File: src/rtl/spi_pkg.sv
// rtl/spi_pkg.sv - shared state/mode types and latency helper for the SPI master
package spi_pkg;

    typedef enum logic [1:0] {
        IDLE,
        LEAD,
        SHIFT,
        TRAIL
    } spi_state_e;

    // Encoded as {cpol, cpha}
    typedef enum logic [1:0] {
        MODE0 = 2'b00,
        MODE1 = 2'b01,
        MODE2 = 2'b10,
        MODE3 = 2'b11
    } spi_mode_e;

    // Cycles from the accepting clock edge to the done pulse
    function automatic int spi_latency(input int data_w, input int clk_div);
        return 1 + (2 * data_w + 1) * (clk_div / 2);
    endfunction

endpackage

File: src/rtl/spi_sclk_gen.sv
// rtl/spi_sclk_gen.sv - half-period divider producing sclk and its edge strobes
module spi_sclk_gen #(
    parameter int HALF = 2
) (
    input  logic clk,
    input  logic rst_n,
    input  logic en_i,
    input  logic toggle_en_i,
    input  logic cpol_i,
    output logic sclk_o,
    output logic tick_o,
    output logic lead_edge_o,
    output logic trail_edge_o
);

    localparam int DIV_W = (HALF > 1) ? $clog2(HALF) : 1;

    logic [DIV_W-1:0] div_q;
    logic             sclk_q;

    // Strobes are high in the cycle whose clock edge toggles sclk_q
    assign tick_o       = en_i && (div_q == DIV_W'(HALF - 1));
    assign lead_edge_o  = tick_o && toggle_en_i && (sclk_q == cpol_i);
    assign trail_edge_o = tick_o && toggle_en_i && (sclk_q != cpol_i);
    assign sclk_o       = sclk_q;

    always_ff @(posedge clk or negedge rst_n) begin
        if (!rst_n) begin
            div_q  <= '0;
            sclk_q <= 1'b0;
        end else if (!en_i) begin
            div_q  <= '0;
            sclk_q <= cpol_i;
        end else begin
            div_q <= tick_o ? '0 : div_q + 1'b1;
            if (tick_o && toggle_en_i) begin
                sclk_q <= ~sclk_q;
            end
        end
    end

endmodule

File: src/rtl/spi_master_cfg.sv
// rtl/spi_master_cfg.sv - SPI master with runtime CPOL/CPHA, full-duplex shift and ready/done handshake
module spi_master_cfg
    import spi_pkg::*;
#(
    parameter int DATA_W    = 8,
    parameter int CLK_DIV   = 4,
    parameter int MSB_FIRST = 1
) (
    input  logic              clk,
    input  logic              rst_n,
    input  logic              start,
    input  logic              cpol,
    input  logic              cpha,
    input  logic [DATA_W-1:0] tx_data,
    input  logic              miso,
    output logic              ready,
    output logic              done,
    output logic [DATA_W-1:0] rx_data,
    output logic              sclk,
    output logic              mosi,
    output logic              cs_n
);

    localparam int HALF   = CLK_DIV / 2;
    localparam int EDGES  = 2 * DATA_W;
    localparam int EDGE_W = $clog2(EDGES + 1);

    spi_state_e        state_q;
    spi_mode_e         mode_q;
    logic [DATA_W-1:0] tx_sh_q;
    logic [DATA_W-1:0] rx_sh_q;
    logic [DATA_W-1:0] rx_data_q;
    logic [EDGE_W-1:0] edge_q;
    logic              ready_q;
    logic              done_q;
    logic              mosi_q;
    logic              cs_n_q;

    logic gen_cpol;
    logic tick;
    logic lead_edge;
    logic trail_edge;
    logic sample_edge;
    logic shift_edge;

    function automatic logic head_bit(input logic [DATA_W-1:0] w);
        return (MSB_FIRST != 0) ? w[DATA_W-1] : w[0];
    endfunction

    function automatic logic [DATA_W-1:0] drop_bit(input logic [DATA_W-1:0] w);
        return (MSB_FIRST != 0) ? (w << 1) : (w >> 1);
    endfunction

    // Idle sclk follows the live cpol input; during a transfer the latched mode rules
    assign gen_cpol = (state_q == IDLE) ? cpol : mode_q[1];

    spi_sclk_gen #(
        .HALF (HALF)
    ) u_sclk_gen (
        .clk          (clk),
        .rst_n        (rst_n),
        .en_i         (state_q != IDLE),
        .toggle_en_i  ((state_q == LEAD) || (state_q == SHIFT)),
        .cpol_i       (gen_cpol),
        .sclk_o       (sclk),
        .tick_o       (tick),
        .lead_edge_o  (lead_edge),
        .trail_edge_o (trail_edge)
    );

    // The final trailing edge of a cpha=0 transfer has no further bit to present
    assign sample_edge = mode_q[0] ? trail_edge : lead_edge;
    assign shift_edge  = mode_q[0] ? lead_edge
                                   : (trail_edge && (edge_q != EDGE_W'(EDGES - 1)));

    always_ff @(posedge clk or negedge rst_n) begin
        if (!rst_n) begin
            state_q   <= IDLE;
            mode_q    <= MODE0;
            tx_sh_q   <= '0;
            rx_sh_q   <= '0;
            rx_data_q <= '0;
            edge_q    <= '0;
            ready_q   <= 1'b1;
            done_q    <= 1'b0;
            mosi_q    <= 1'b0;
            cs_n_q    <= 1'b1;
        end else begin
            done_q <= 1'b0;
            case (state_q)
                IDLE: begin
                    // The done cycle itself never accepts a new request
                    if (start && ready_q && !done_q) begin
                        mode_q  <= spi_mode_e'({cpol, cpha});
                        rx_sh_q <= '0;
                        edge_q  <= '0;
                        ready_q <= 1'b0;
                        cs_n_q  <= 1'b0;
                        state_q <= LEAD;
                        if (cpha) begin
                            tx_sh_q <= tx_data;
                        end else begin
                            tx_sh_q <= drop_bit(tx_data);
                            mosi_q  <= head_bit(tx_data);
                        end
                    end
                end
                LEAD, SHIFT: begin
                    if (tick) begin
                        edge_q  <= edge_q + 1'b1;
                        state_q <= (edge_q == EDGE_W'(EDGES - 1)) ? TRAIL : SHIFT;
                    end
                end
                TRAIL: begin
                    if (tick) begin
                        cs_n_q    <= 1'b1;
                        mosi_q    <= 1'b0;
                        rx_data_q <= rx_sh_q;
                        done_q    <= 1'b1;
                        ready_q   <= 1'b1;
                        state_q   <= IDLE;
                    end
                end
                default: state_q <= IDLE;
            endcase

            if (sample_edge) begin
                rx_sh_q <= (MSB_FIRST != 0) ? {rx_sh_q[DATA_W-2:0], miso}
                                            : {miso, rx_sh_q[DATA_W-1:1]};
            end
            if (shift_edge) begin
                mosi_q  <= head_bit(tx_sh_q);
                tx_sh_q <= drop_bit(tx_sh_q);
            end
        end
    end

    assign ready   = ready_q;
    assign done    = done_q;
    assign rx_data = rx_data_q;
    assign mosi    = mosi_q;
    assign cs_n    = cs_n_q;

endmodule

File: config.mk
export PLATFORM = sky130hd
export DESIGN_NAME = spi_master_cfg
export DESIGN_NICKNAME = d
export VERILOG_FILES = /design/src/rtl/spi_pkg.sv /design/src/rtl/spi_sclk_gen.sv /design/src/rtl/spi_master_cfg.sv
export SDC_FILE = /design/constraint.sdc
export NUM_CORES = 1
export LEC_CHECK = 0
export CAP_MARGIN = 10
export CORE_AREA = 2 2 72 74
export DETAILED_ROUTE_END_ITERATION = 8
export DIE_AREA = 0 0 74 76
export PLACE_DENSITY_LB_ADDON = 0.1
export SLEW_MARGIN = 5
export SYNTH_ARGS = -nofsm -noshare
export SYNTH_HDL_FRONTEND = slang
export SYNTH_SLANG_ARGS = --single-unit
File: constraint.sdc
create_clock -name clk -period 4.7 [get_ports clk]
set_input_delay 0.94 -clock clk [delete_from_list [all_inputs] [get_ports clk]]
set_output_delay 0.94 -clock clk [all_outputs]
set_load 0.01 [all_outputs]
wires.png
Drawn at 4 px/µm.
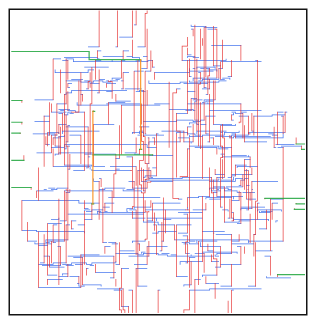
legend:
  orange:
    layer: metal 4
    wire_length: 45.6 µm
  red:
    layer: metal 2
    wire_length: 1760 µm
  green:
    layer: metal 3
    wire_length: 88.8 µm
  blue:
    layer: metal 1
    wire_length: 1510 µm

clk_routes.png
Drawn at 4 px/µm.
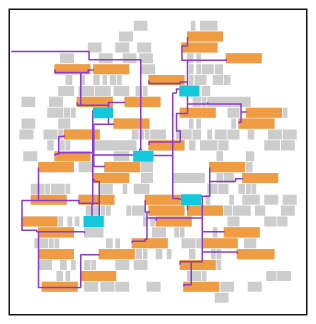
legend:
  cyan:
    item: clock drivers
    count: 5
  purple:
    item: clock wires
    length: 499 µm
  orange:
    item: flip-flops
    count: 38
routed clock nets: 6
flops lie: widely spread
clock group total power: 0.342 mW
relative contribution of the clock network to total power: 22.2%
Max Clock Skew: 0.006094 ns

flops_by_reg.png
Drawn at 4 px/µm. Other sequential cells in the stronger gray, the rest of the logic in the fainter gray.
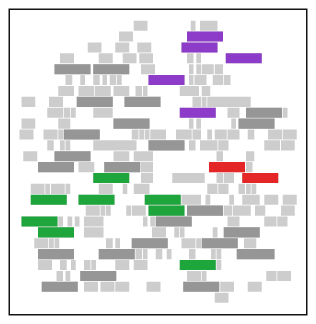
legend:
  purple:
    name_in_the_netlist: `edge_q`
    flops: 5
  green:
    name_in_the_netlist: `rx_sh_q`
    flops: 8
  red:
    name_in_the_netlist: `state_q`
    flops: 2
Storage cell area: 952.2 µm²
Sequential Power: 0.564 mW

==> results.txt <==
run results: outcome=finished clean, Synth Net Count=approximately 200, YS warnings=0, Synth Instances=between 150 and 200, pin count of the biggest net entering global routing=39, length in cells of the worst reg-to-reg path=6, dominant register cell in the synthesized netlist=sky130_fd_sc_hd__dfrtp_1, footprint of the multi-input gates=792.0 µm², worst setup path end=tx_sh_q[2], required time of the critical path=about 4.9 ns, classification of the worst setup path=in -> reg, CP max-delay cell=sky130_fd_sc_hd__clkdlybuf4s50_1, router iterations before antenna repair=4, clock buffer count from CTS=5, Core Region=4912 µm², cell type with the largest total area=sky130_fd_sc_hd__dfrtp_1, fraction of met1 tracks used by global routing=16.67%, maximum VDD drop=~0.00026 V, Slew Limit Fails=0, half-perimeter wire length after placement=around 2400 µm, end of the worst register-to-register path=tx_sh_q[2], total number of warnings across the stage logs=27, RePlAce Congestion=0.6982, final non-filler cell area=2298 µm², kind of cell adding the most delay to the critical path=multiplexers, fraction of the mapped netlist area in adder cells=about 2.7%, buffer count from post-CTS setup fixing=0, nets@finish=approximately 220, fin worst setup slack=2.088 ns
congestion.png
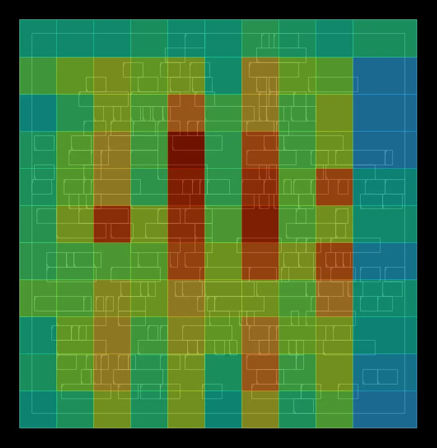
final routed wire length divided by cell count: 12.47 µm
busiest layer in global routing: met2

layer_met3.png
Drawn at 4 px/µm. Cells faint in the background.
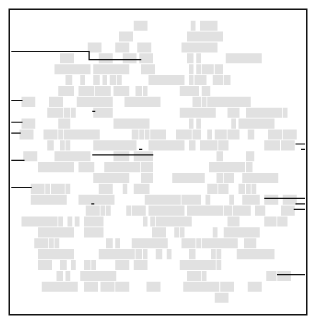
longest straight run: 19.3 µm
share of all routed wire: 2.6%
wire length on this layer: 88.8 µm

Power figures rest on the tool's default switching activity, not on a simulated workload.
